**src/rtl/sparc_control_unit.sv**
```systemverilog
`default_nettype none
// ============================================================================
// Module   : sparc_control_unit
// Brief    : Multi-cycle SPARC control FSM driving datapath enables and selects,
//            with a memory-wait watchdog that halts on a stalled access.
// Revision : 1.0  initial release
// ============================================================================
module sparc_control_unit (
  input  logic        Clk,
  input  logic        Clr,
  input  logic [31:0] IR,
  input  logic        MFC,
  input  logic        N,
  input  logic        Z,
  input  logic        V,
  input  logic        C,
  output logic        IRE,
  output logic        MDRE,
  output logic        MARE,
  output logic        PCE,
  output logic        nPCE,
  output logic        PSRE,
  output logic        RFE,
  output logic        ClrPC,
  output logic        ClrnPC,
  output logic        MFA,
  output logic [1:0]  MAR_SEL,
  output logic [1:0]  MDR_SEL,
  output logic [1:0]  nPC_SEL,
  output logic [1:0]  ALU_SEL,
  output logic [1:0]  CIN_SEL,
  output logic [1:0]  RC_SEL,
  output logic        RA_SEL,
  output logic        AOP_SEL,
  output logic        MOP_SEL,
  output logic        BAUX,
  output logic        DISP_SEL,
  output logic        nPC_ADD,
  output logic        nPC_ADDSEL,
  output logic [5:0]  OP1,
  output logic [3:0]  STATE,
  output logic        ERR
);

  typedef enum logic [3:0] {
    S_RESET   = 4'd0,
    S_FETCH_A = 4'd1,
    S_FETCH_M = 4'd2,
    S_DECODE  = 4'd3,
    S_ALU     = 4'd4,
    S_EA      = 4'd5,
    S_LD_M    = 4'd6,
    S_LD_WB   = 4'd7,
    S_ST_D    = 4'd8,
    S_ST_M    = 4'd9,
    S_BR      = 4'd10,
    S_CALL    = 4'd11,
    S_UPDATE  = 4'd12,
    S_HALT    = 4'd15
  } state_t;

  localparam logic [5:0] C_OP_ADD = 6'h00;
  localparam logic [5:0] C_OP_RDW = 6'h08;
  localparam logic [5:0] C_OP_WRW = 6'h04;

  state_t      r_state;
  state_t      w_next;
  logic [3:0]  r_wait_cnt;
  logic        r_taken;
  logic        r_disp;
  logic        r_err;
  logic        w_base;
  logic        w_cond;
  logic        w_mem_state;
  logic        w_timeout;
  logic [1:0]  w_op;
  logic [5:0]  w_op3;
  logic        w_unused_ir;

  assign w_op        = IR[31:30];
  assign w_op3       = IR[24:19];
  assign w_unused_ir = ^{IR[29], IR[18:14], IR[12:0]};

  // Bicc: IR[28] complements the base condition selected by IR[27:25]
  always_comb begin
    w_base = 1'b0;
    case (IR[27:25])
      3'd0:    w_base = 1'b0;
      3'd1:    w_base = Z;
      3'd2:    w_base = Z | (N ^ V);
      3'd3:    w_base = N ^ V;
      3'd4:    w_base = C | Z;
      3'd5:    w_base = C;
      3'd6:    w_base = N;
      default: w_base = V;
    endcase
    w_cond = w_base ^ IR[28];
  end

  assign w_mem_state = (r_state == S_FETCH_M) || (r_state == S_LD_M) || (r_state == S_ST_M);
  assign w_timeout   = w_mem_state && !MFC && (r_wait_cnt == 4'd15);
  assign STATE       = r_state;
  assign ERR         = r_err;

  always_ff @(posedge Clk) begin
    if (!Clr) begin
      r_state    <= S_RESET;
      r_wait_cnt <= 4'd0;
      r_taken    <= 1'b0;
      r_disp     <= 1'b0;
      r_err      <= 1'b0;
    end else begin
      r_state <= w_next;
      // Counter runs only while parked in a memory state; any transition clears it
      if (w_mem_state && (w_next == r_state)) r_wait_cnt <= r_wait_cnt + 4'd1;
      else                                    r_wait_cnt <= 4'd0;
      if (w_timeout) r_err <= 1'b1;
      case (r_state)
        S_BR:     r_taken <= w_cond;
        S_CALL:   begin r_taken <= 1'b1; r_disp <= 1'b1; end
        S_UPDATE: begin r_taken <= 1'b0; r_disp <= 1'b0; end
        default:  ;
      endcase
    end
  end

  always_comb begin
    w_next     = r_state;
    IRE        = 1'b1;
    MDRE       = 1'b1;
    MARE       = 1'b1;
    PCE        = 1'b1;
    nPCE       = 1'b1;
    PSRE       = 1'b1;
    RFE        = 1'b1;
    ClrPC      = 1'b1;
    ClrnPC     = 1'b1;
    MFA        = 1'b0;
    MAR_SEL    = 2'd0;
    MDR_SEL    = 2'd0;
    nPC_SEL    = 2'd0;
    ALU_SEL    = 2'd0;
    CIN_SEL    = 2'd0;
    RC_SEL     = 2'd0;
    RA_SEL     = 1'b0;
    AOP_SEL    = 1'b0;
    MOP_SEL    = 1'b0;
    BAUX       = 1'b0;
    DISP_SEL   = 1'b0;
    nPC_ADD    = 1'b1;
    nPC_ADDSEL = 1'b0;
    OP1        = C_OP_ADD;
    case (r_state)
      S_RESET: begin
        ClrPC  = 1'b0;
        ClrnPC = 1'b0;
        w_next = S_FETCH_A;
      end
      S_FETCH_A: begin
        MAR_SEL = 2'd1;
        MARE    = 1'b0;
        w_next  = S_FETCH_M;
      end
      S_FETCH_M: begin
        MFA     = 1'b1;
        MOP_SEL = 1'b1;
        OP1     = C_OP_RDW;
        // A reset on the completing edge must not let the loads through
        if (MFC && Clr) begin
          MDRE = 1'b0;
          IRE  = 1'b0;
        end
        if (MFC)            w_next = S_DECODE;
        else if (w_timeout) w_next = S_HALT;
      end
      S_DECODE: begin
        if (w_op == 2'b10 && w_op3[5:4] == 2'b00)                    w_next = S_ALU;
        else if (w_op == 2'b11 && (w_op3 == 6'b000000 || w_op3 == 6'b000100)) w_next = S_EA;
        else if (w_op == 2'b00 && w_op3[5:3] == 3'b010)             w_next = S_BR;
        else if (w_op == 2'b01)                                      w_next = S_CALL;
        else                                                         w_next = S_HALT;
      end
      S_ALU: begin
        ALU_SEL = {1'b0, IR[13]};
        CIN_SEL = 2'd2;
        RFE     = 1'b0;
        PSRE    = ~IR[23];
        w_next  = S_UPDATE;
      end
      S_EA: begin
        AOP_SEL = 1'b1;
        ALU_SEL = {1'b0, IR[13]};
        MARE    = 1'b0;
        w_next  = w_op3[2] ? S_ST_D : S_LD_M;
      end
      S_LD_M: begin
        MFA     = 1'b1;
        MOP_SEL = 1'b1;
        OP1     = C_OP_RDW;
        if (MFC && Clr) MDRE = 1'b0;
        if (MFC)            w_next = S_LD_WB;
        else if (w_timeout) w_next = S_HALT;
      end
      S_LD_WB: begin
        CIN_SEL = 2'd3;
        RFE     = 1'b0;
        w_next  = S_UPDATE;
      end
      S_ST_D: begin
        RA_SEL  = 1'b1;
        MDR_SEL = 2'd1;
        MDRE    = 1'b0;
        w_next  = S_ST_M;
      end
      S_ST_M: begin
        MFA     = 1'b1;
        MOP_SEL = 1'b1;
        OP1     = C_OP_WRW;
        if (MFC)            w_next = S_UPDATE;
        else if (w_timeout) w_next = S_HALT;
      end
      S_BR:   w_next = S_UPDATE;
      S_CALL: begin
        RC_SEL = 2'd3;
        RFE    = 1'b0;
        w_next = S_UPDATE;
      end
      S_UPDATE: begin
        PCE  = 1'b0;
        nPCE = 1'b0;
        if (r_taken) begin
          nPC_SEL  = 2'd2;
          BAUX     = 1'b1;
          DISP_SEL = r_disp;
        end
        w_next = S_FETCH_A;
      end
      S_HALT:  w_next = S_HALT;
      default: w_next = S_HALT;
    endcase
  end

endmodule
`default_nettype wire

```
**config.mk**
```make
export PLATFORM = sky130hd
export DESIGN_NAME = sparc_control_unit
export DESIGN_NICKNAME = d
export VERILOG_FILES = /design/src/rtl/sparc_control_unit.sv
export SDC_FILE = /design/constraint.sdc
export NUM_CORES = 1
export LEC_CHECK = 0
export ABC_AREA = 1
export CORE_ASPECT_RATIO = 0.5
export CORE_MARGIN = 3
export CORE_UTILIZATION = 38
export CTS_CLUSTER_DIAMETER = 50
export DETAILED_ROUTE_END_ITERATION = 16
export PLACE_DENSITY = 0.86
export SETUP_SLACK_MARGIN = 0.3
export SLEW_MARGIN = 10
export SYNTH_ARGS = -nofsm -noshare
export SYNTH_HDL_FRONTEND = slang
export SYNTH_SLANG_ARGS = --single-unit
```
**constraint.sdc**
```tcl
create_clock -name Clk -period 2.65 [get_ports Clk]
set_input_delay 0.53 -clock Clk [delete_from_list [all_inputs] [get_ports Clk]]
set_output_delay 0.53 -clock Clk [all_outputs]
set_load 0.01 [all_outputs]
```
### Met2 routing

Scale bar: 20 um.
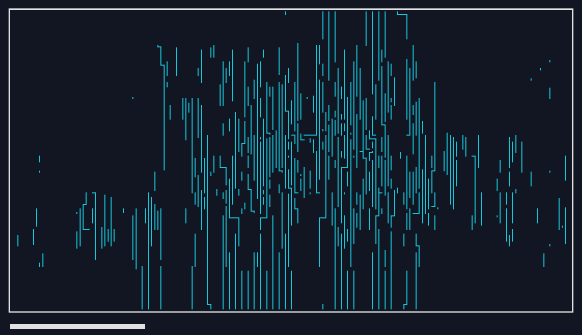
nets with wire on the layer: 224
main direction: vertical
wire length on this layer: 1550 um
longest straight run: 25.0 um

### Clock routing

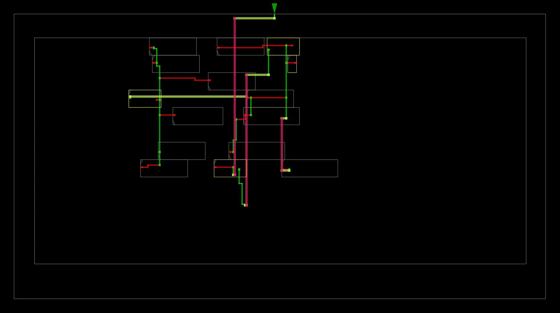
clk latency late pin: 0.24 ns
Clock buffer cells: 4
Clk. pwr: 170 uW
flop count: 11
Num Clock Sinks: 11

### Wiring by layer

Only two layers are drawn.
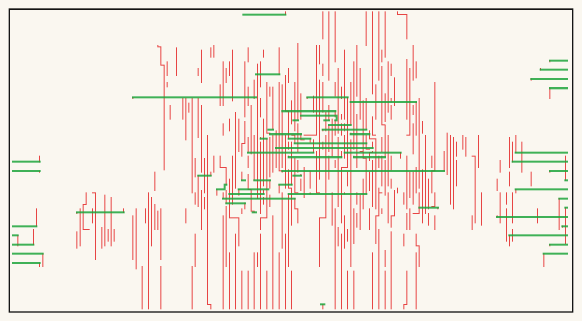
[M3] green | wire length: 304 um
[M2] red | wire length: 1550 um
DR WL/cell: 11.7 um
DRT Wirelength: 3220 um
GRT Total Usage: 0.171
total number of vias: 1344

==> out/qor.txt <==
Root buf cell = clkbuf_8
GR met2 Demand/Resource = 0.314
Setup CP Type = reg2out
Hold Crit Class = reg2reg
Fp util = 0.415
Gr busiest metal = met2
Slew Limit Fails = 0
Combinational share of power = 0.690
Clk buf depth = 2
Outcome = finished, final reports clean
Worst path max stage delay = 0.55 ns
Initial antenna violation count = 0
Pin count of the biggest net entering global routing = 9
Die area = 3700 sq um
CTS tree = yes
TritonRoute pass-1 iters = 5
Multi-input gate area = 711 sq um
Max power group = combinational logic
Static leakage = 0.825 nW
Die height = 44.5 um
FF+latch count, synth = 11
Share of cells above drive strength 1 = 0.164
Count leader, synth = nand2_1
Setup violators final = 0
Switching power = 729 uW
Post CTS Setup Buffer Count = 1
Clock transition at path regs = 0.05 ns
Filler cell count = 226
Routed length on met2 = 1550 um
Cells after Synth = 191
Commonest cells post-synth = 43 x nand2_1, 32 x nor2_1, 26 x inv_1
Area share, top type = 0.195
Slowest-stage cell, CP = clkdlybuf4s50_1
Hold depth = 1
Crit-path most repeated cell = nor2_4
R2R Path End = r_wait_cnt[3]$_SDFF_PN0_
Core footprint = 2720 sq um
Post-Layout Cell Count = 275
Minimum clock period = 2.26 ns
CTS hold repair buffers = 0
Largest cells by area = dfxtp_1 20%, nand2_1 14%, buf_4 11%
Sw frac = 0.479
Total power = 1.52 mW
DP Wirelength = 2450 um
Tightest hold margin = 0.442 ns
CP max FO = 8
Setup TNS = 0 ns
Yosys cell count = 191
Top_reg_cell synth = dfxtp_1
Vias in the first global route = 1222
Final worst path period share = 0.853
Synth Warn # = 0
Post-CTS sizing = 5
CP Launch Type = flop
Max-cap violations = 0
EDFF count, synth = 0
Top Layout Cells = 47 x clkdlybuf4s50_1, 43 x nand2_1, 29 x nor2_1
WP depth = 5
Crit path from = STATE[3]$_SDFF_PN0_
GRT met3 Usage = 0.0390
RSZ-0062 raised after global routing = false
Metal3 WL = 304 um
Dominant logic cell type in the layout = clkdlybuf4s50_1
DR top layer = met4
Die extent in x = 83.1 um
Synthesis-to-finish area growth = 47.6%
Final Hold Viols = 0
Grt total ovfl = 0
Worst VDD drop = 0.340 mV
Fin util = 0.613
DRT met1 WL = 1280 um
Part of the power in registers = 0.198
Synth area leader = dfxtp_1
Seq share, synth = 0.195
Hold Crit Endpoint = r_wait_cnt[0]$_SDFF_PN0_
Placed cells = 270
Max Clk Rate = 442 MHz
H-tree Lvls = 1
CP Cell Sequence = inv_2 > nor2_4 > nand2_1 > nor2_4 > clkdlybuf4s50_1
Synth unique cells = 26
Worst reg2reg path depth = 11
### Nets reached from selected ports

Scale bar: 20 um.
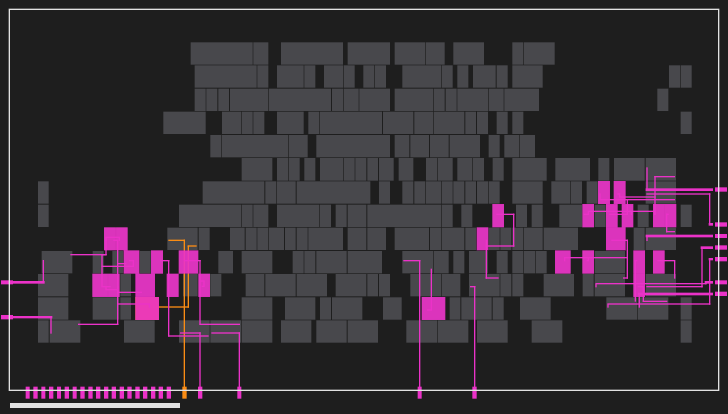
[IR] magenta | bits: 32 | direction: input | edge: 23 bottom, 7 right, 2 left | end cells: 27 | buffers: 13 | wire: 301 um
[C] orange | bits: 1 | direction: input | edge: bottom | end cells: 1 | buffers: 1 | wire: 31.2 um
I/O pin total: 79
Port Buf Inserts: 49

### M1 wires

Supply wires on this layer in grey.
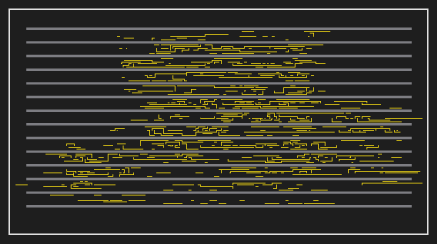
main direction: horizontal
nets with wire on the layer: 227
share of all routed wire: 40%
Global Route met1 Usage: 0.199

-- state kept, by name, indices dropped and copies added, names as in the netlist --
name / cells
r_wait_cnt: 4
r_disp: 1
STATE: 4
ERR: 1
r_taken: 1
-- area by class of cell --
class	instances	share of cell area
inverters	32	0.0721
multi-input cells	140	0.427
repair buffers	51	0.307
clock buffers	4	0.0270
well taps	37	0.0278
flip-flops and latches	11	0.140
-- cells by family after synthesis --
| kind of cell | count (synthesis) | synth area share |
|---|---|---|
| and+or+nand+nor | 114 | 0.491 |
| buffers and inverters | 48 | 0.213 |
| AOI/OAI and AO/OA | 12 | 0.0599 |
| DFF | 11 | 0.195 |
| xor gates and xnor gates | 3 | 0.0233 |
| other | 2 | 0.00665 |
| adders and majority gates | 1 | 0.0111 |
Power and IR drop assume default switching activity.
